### Placement by cell class

Scale: 3 px per µm.
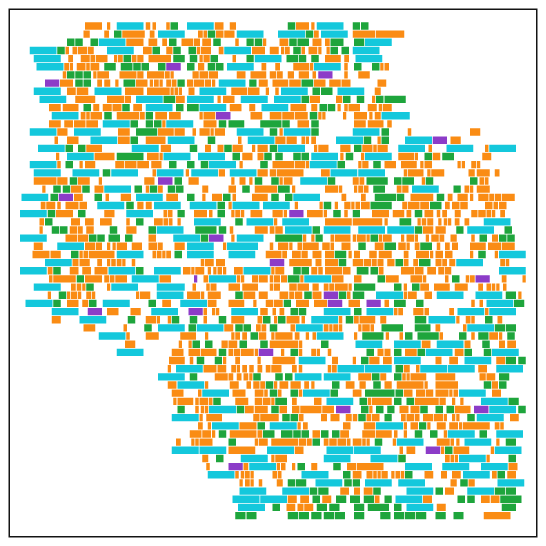
### The clock network

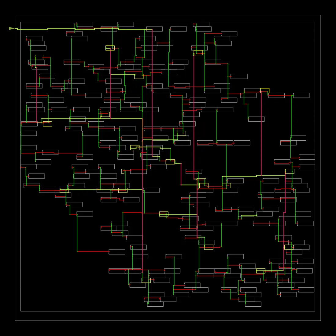
File: src/rtl/tone_pkg.sv
// Shared types and constants for the speaker tone generator.
// Latency/backpressure: none (package only). The optional timed-beep feature is enabled by TONE_DURATION_EN.
package tone_pkg;

    localparam int unsigned CLK_HZ_DEF = 50_000_000;
    localparam int unsigned DIV_CYCLES = 32;

    typedef enum logic [1:0] {
        ST_IDLE   = 2'd0,
        ST_DIVIDE = 2'd1,
        ST_PLAY   = 2'd2
`ifdef TONE_DURATION_EN
        ,
        ST_HOLD   = 2'd3
`endif
    } tone_state_t;

    // A zero quotient means the tone is faster than clk/2; toggle every cycle instead.
    function automatic logic [31:0] clamp_half(input logic [31:0] q);
        return (q == 32'd0) ? 32'd1 : q;
    endfunction

endpackage

File: src/rtl/seq_divider.sv
// 32-bit unsigned restoring divider (33-bit divisor), one quotient bit per cycle.
// Latency: valid pulses DIV_CYCLES+1 edges after the start edge. No backpressure; start while running restarts.
module seq_divider
    import tone_pkg::*;
(
    input  logic        clk,
    input  logic        reset_n,
    input  logic        start,
    input  logic [31:0] dividend,
    input  logic [32:0] divisor,
    output logic [31:0] quotient,
    output logic        valid
);

    logic [32:0] rem_q;
    logic [31:0] quo_q;
    logic [32:0] dvs_q;
    logic [5:0]  cnt_q;
    logic        run_q;
    logic        valid_q;

    logic [33:0] rem_sh;
    logic [33:0] rem_diff;
    logic        ge;

    // Dividend bits are shifted out of the top of quo_q while quotient bits enter at the bottom.
    assign rem_sh   = {rem_q, quo_q[31]};
    assign ge       = (rem_sh >= {1'b0, dvs_q});
    assign rem_diff = rem_sh - {1'b0, dvs_q};

    always_ff @(posedge clk or negedge reset_n) begin
        if (!reset_n) begin
            rem_q   <= '0;
            quo_q   <= '0;
            dvs_q   <= '0;
            cnt_q   <= '0;
            run_q   <= 1'b0;
            valid_q <= 1'b0;
        end else begin
            valid_q <= 1'b0;
            if (start) begin
                rem_q <= '0;
                quo_q <= dividend;
                dvs_q <= divisor;
                cnt_q <= 6'(DIV_CYCLES);
                run_q <= 1'b1;
            end else if (run_q) begin
                rem_q <= ge ? rem_diff[32:0] : rem_sh[32:0];
                quo_q <= {quo_q[30:0], ge};
                cnt_q <= cnt_q - 6'd1;
                if (cnt_q == 6'd1) begin
                    run_q   <= 1'b0;
                    valid_q <= 1'b1;
                end
            end
        end
    end

    assign quotient = quo_q;
    assign valid    = valid_q;

endmodule

File: src/rtl/tone_gen.sv
// Frequency (Hz) to 50 % duty speaker square wave; optional timed beep with TONE_DURATION_EN.
// Latency: DIVIDE entered on the change edge, PLAY 33 edges later; zero silences in 1 edge. No backpressure.
module tone_gen
    import tone_pkg::*;
#(
    parameter int unsigned CLK_HZ = CLK_HZ_DEF,
    parameter int unsigned DUR_MS = 250
)
(
    input  logic        clk,
    input  logic        reset_n,
    input  logic [31:0] desiredFrequency,
    output logic        spkr,
    output logic        busy
`ifdef TONE_DURATION_EN
    ,
    output logic        done
`endif
);

    tone_state_t state;
    logic [31:0] freq_q;
    logic [31:0] half_q;
    logic [31:0] half_cnt;

    logic        change;
    logic        div_start;
    logic        div_valid;
    logic [31:0] div_quotient;
    logic [31:0] half_new;

    assign change    = (desiredFrequency != freq_q);
    assign div_start = change && (desiredFrequency != 32'd0);
    assign half_new  = clamp_half(div_quotient);
    assign busy      = (state == ST_DIVIDE);

    // Divider samples the raw input so it starts on the same edge that freq_q updates.
    seq_divider u_div (
        .clk      (clk),
        .reset_n  (reset_n),
        .start    (div_start),
        .dividend (32'(CLK_HZ)),
        .divisor  ({desiredFrequency, 1'b0}),
        .quotient (div_quotient),
        .valid    (div_valid)
    );

`ifdef TONE_DURATION_EN
    localparam longint unsigned DUR_CYCLES = (longint'(DUR_MS) * longint'(CLK_HZ)) / 1000;
    localparam logic [31:0]     DUR_LOAD   = (DUR_CYCLES == 0) ? 32'd0 : 32'(DUR_CYCLES - 1);
    logic [31:0] dur_cnt;
`endif

    always_ff @(posedge clk or negedge reset_n) begin
        if (!reset_n) begin
            state    <= ST_IDLE;
            freq_q   <= '0;
            spkr     <= 1'b0;
            half_q   <= '0;
            half_cnt <= '0;
`ifdef TONE_DURATION_EN
            dur_cnt  <= '0;
            done     <= 1'b0;
`endif
        end else begin
            freq_q <= desiredFrequency;
`ifdef TONE_DURATION_EN
            done   <= 1'b0;
`endif
            if (change) begin
                spkr  <= 1'b0;
                state <= (desiredFrequency == 32'd0) ? ST_IDLE : ST_DIVIDE;
            end else begin
                case (state)
                    ST_IDLE: begin
                        spkr <= 1'b0;
                    end
                    ST_DIVIDE: begin
                        if (div_valid) begin
                            state    <= ST_PLAY;
                            spkr     <= 1'b1;
                            half_q   <= half_new;
                            half_cnt <= half_new - 32'd1;
`ifdef TONE_DURATION_EN
                            dur_cnt  <= DUR_LOAD;
`endif
                        end
                    end
                    ST_PLAY: begin
`ifdef TONE_DURATION_EN
                        if (dur_cnt == 32'd0) begin
                            state <= ST_HOLD;
                            spkr  <= 1'b0;
                            done  <= 1'b1;
                        end else begin
                            dur_cnt <= dur_cnt - 32'd1;
                            if (half_cnt == 32'd0) begin
                                spkr     <= ~spkr;
                                half_cnt <= half_q - 32'd1;
                            end else begin
                                half_cnt <= half_cnt - 32'd1;
                            end
                        end
`else
                        if (half_cnt == 32'd0) begin
                            spkr     <= ~spkr;
                            half_cnt <= half_q - 32'd1;
                        end else begin
                            half_cnt <= half_cnt - 32'd1;
                        end
`endif
                    end
`ifdef TONE_DURATION_EN
                    ST_HOLD: begin
                        spkr <= 1'b0;
                    end
`endif
                    default: begin
                        state <= ST_IDLE;
                        spkr  <= 1'b0;
                    end
                endcase
            end
        end
    end

endmodule
File: config.mk
export PLATFORM = sky130hd
export DESIGN_NAME = tone_gen
export DESIGN_NICKNAME = d
export VERILOG_FILES = /design/src/rtl/tone_pkg.sv /design/src/rtl/seq_divider.sv /design/src/rtl/tone_gen.sv
export SDC_FILE = /design/constraint.sdc
export NUM_CORES = 1
export LEC_CHECK = 0
export CAP_MARGIN = 20
export CORE_MARGIN = 3
export CORE_UTILIZATION = 40
export CTS_BUF_LIST = sky130_fd_sc_hd__clkbuf_8
export CTS_CLUSTER_DIAMETER = 120
export CTS_CLUSTER_SIZE = 12
export DETAILED_ROUTE_END_ITERATION = 7
export GPL_TIMING_DRIVEN = 1
export SLEW_MARGIN = 20
export SYNTH_ARGS = -nofsm -noshare
export SYNTH_HDL_FRONTEND = slang
export SYNTH_SLANG_ARGS = --single-unit
File: constraint.sdc
create_clock -name clk -period 2.8 [get_ports clk]
set_clock_uncertainty 0.15 [all_clocks]
set_input_delay 0.7 -clock clk [delete_from_list [all_inputs] [get_ports clk]]
set_output_delay 0.7 -clock clk [all_outputs]
set_load 0.005 [all_outputs]
==> results.sh <==
# source this file to load flow results
export IMPL_r2r_cells=12
export IMPL_rsz0062_at_grt="true"
export IMPL_async_flop_share=1.00
export IMPL_top_area_cell="dfrtp_1"
export IMPL_cts_buffers=20
export IMPL_vias=10400
export IMPL_ant_nets=0
export IMPL_postSynthSeqShare=0.445
export IMPL_portBuffers=35
export IMPL_ys_warnings_count=0
export IMPL_timing_rr_end="u_div.rem_q[29]$_DFFE_PN0P_"
export IMPL_top_cell="dfrtp_1"
export IMPL_tool_warnings=32
export IMPL_reg2reg_slack_ps=-290
export IMPL_ys_ff=204
export IMPL_max_vdd_ir_drop_v=0.000330
export IMPL_final_cell_mix="279 x buf_4, 201 x dfrtp_1, 142 x nor2_1"
export IMPL_fin_nets=1615
export IMPL_hp_class="reg -> reg"
export IMPL_min_path_cells=1
export IMPL_fin_ws_ps=-287
export IMPL_p_sw_frac=0.255
export IMPL_pwr_share_clk=0.333
export IMPL_power_switching_mw=1.33
export IMPL_pin_count=36
export IMPL_wl_met3_um=1460
export IMPL_placed_cells=1836
export IMPL_slew_viol_final=0
export IMPL_clkTransAtPathRegs_ps=100
export IMPL_largest_register_ffs=33
export IMPL_cts_tree="done"
export IMPL_pwr_share_comb=0.089
export IMPL_routed_top_layer="met4"
export IMPL_regArea_mm2=0.00511
export IMPL_violations="setup timing"
export IMPL_grt_use_met3=0.0268
export IMPL_hold_slack_ps=365
export IMPL_synth_net_count=1298
export IMPL_grt_start_max_net_pins=53
export IMPL_syn_cell_area_mm2=0.0115
export IMPL_edf_count=0
export IMPL_die_x_um=175
export IMPL_required_ps=3090
export IMPL_power_internal_mw=3.88
export IMPL_crit_end="u_div.rem_q[29]$_DFFE_PN0P_"
export IMPL_synthTopCellsByArea="dfrtp_1 45%, nor2_1 4.8%, xnor2_1 4.8%"
export IMPL_seq_power_share=0.578
export IMPL_mi_logic_area_mm2=0.00692
export IMPL_met1_length_um=16200
export IMPL_ys_cells=1225
export IMPL_grt_overflow=0
export IMPL_worst_path_max_fanout=6
export IMPL_grtUsageMet2=0.356
export IMPL_p_leak_nw=7.55
export IMPL_wl_per_cell_um=18.3
export IMPL_pre_cts_slack_ps=-600
export IMPL_grt_pass1_vias=10200
export IMPL_core_region_area_mm2=0.0280
export IMPL_max_freq_mhz=324
export IMPL_powerDensity_mw_per_mm2=322
export IMPL_seq_cell_power_mw=3.01
export IMPL_cts_root_buf="clkbuf_8"
export IMPL_top_cell_area_share=0.445
export IMPL_final_cells=1920
export IMPL_setup_worst_path_class="reg -> reg"
export IMPL_crit_path_start="u_div.rem_q[7]$_DFFE_PN0P_"
export IMPL_die_area_mm2=0.0307
export IMPL_drc=0
export IMPL_post_drt_via_cell_ratio=5.41
export IMPL_post_cts_setup_buffers=29
export IMPL_drtIter0Drc=767
export IMPL_worst_pin_slew_ps=552
export IMPL_fin_tns_setup_ps=-7980
export IMPL_holdPathEnd="half_q[27]$_DFFE_PN0P_"
export IMPL_finalSetupViolCount=53
export IMPL_dr_pass1_iters=5
export IMPL_syn_inst=1225
export IMPL_final_cell_area_mm2=0.0161
export IMPL_grt_first_pass_wirelength_um=54600
export IMPL_grtUsageTotal=0.219
export IMPL_globalplace_congestion=0.878
export IMPL_grt_busiest_layer="met2"
export IMPL_placed_area_mm2=0.0142
export IMPL_totalWireLength_um=35200
export IMPL_drive_gt1_frac=0.358
export IMPL_num_antenna_cells=0
export IMPL_avgSynthCellArea_um2=9.36
export IMPL_fillers=2371
export IMPL_yosys_top_cells_count="204 x dfrtp_1, 147 x nor2_1, 129 x nand2_1"
export IMPL_final_common_cell="buf_4"
export IMPL_startpoint_type="register"
export IMPL_fin_util=0.576
export IMPL_maxCapViolations=0
export IMPL_finalPower_mw=5.20
export IMPL_clockBufferDepth=3
export IMPL_power_group_top="registers"
export IMPL_cts_max_level=1
export IMPL_wl_met2_um=16700
export IMPL_finalCriticalPeriod_ps=3090
export IMPL_post_route_period_util=1.10
export IMPL_hp_start="half_q[27]$_DFFE_PN0P_"
export IMPL_area_delta_synth_final_pct=40.7
export IMPL_r2r_start="u_div.rem_q[7]$_DFFE_PN0P_"
export IMPL_cp_arrival_ps=3380
export IMPL_ys_flop_type="dfrtp_1"
export IMPL_slew_headroom=0.632
export IMPL_pg_comb_mw=0.463
export IMPL_critPathCaptureType="register"
export IMPL_fp_util=0.409
export IMPL_hold_viol=0
export IMPL_status="finished, violations left"
export IMPL_hpwl_um=24600
export IMPL_use_met1=0.312
export IMPL_antenna_found_initial=0
export IMPL_cts_resized=91
export IMPL_ys_area_mm2=0.0115
export IMPL_largest_register="u_div.rem_q"
export IMPL_die_h_um=175
export IMPL_synth_cell_types=67
export IMPL_cts_hold_buffers=1
export IMPL_num_rows=61
## Picture notes: 'Placement by cell class'
remaining buffers and delay cells -> green  # cells 362, share of their area 20%
clock drivers and dummy loads -> purple  # cells 22, share of their area 1.9%
combinational and other logic -> orange  # cells 954, share of their area 45%
sequential cells -> cyan  # cells 204, share of their area 33%

## Picture notes: 'The clock network'
clock buffer count: 21
clk sinks: 204
Late-Pin Clk Latency: 550 ps
seq_cells: 204
Clk. pwr: 1.73 mW

## logic make-up (layout without fill, tap and decap cells)
kind of cell    count (synthesis)  after routing  share of synthesized area
simple gates                  432            432                      0.177
fa+ha+maj                      39             39                     0.0432
buf+inv                       116            433                     0.0421
compound gates                282            282                      0.165
mux                            70             70                     0.0649
xor+xnor                       82             82                     0.0626
flops                         204            204                      0.445
## layout make-up
cell class,instances,area share
multi-input cells,905,0.429
flip-flops and latches,204,0.317
repair buffers,362,0.196
well taps,378,0.0293
clock buffers,21,0.0179
inverters,49,0.0114
clock inverters,1,0.000233
## worst max-delay path: stages, from the launching register on
cell       delay (ps)
dfrtp_1           430
ha_4              290
and3_4            180
and4_4            200
a21boi_4          260
o2111ai_4         160
a41o_1            270
a21boi_2          250
nor2_4             80
buf_12            140
buf_6             130
a21o_1            180
o31a_1            240
Power and IR drop assume default switching activity.
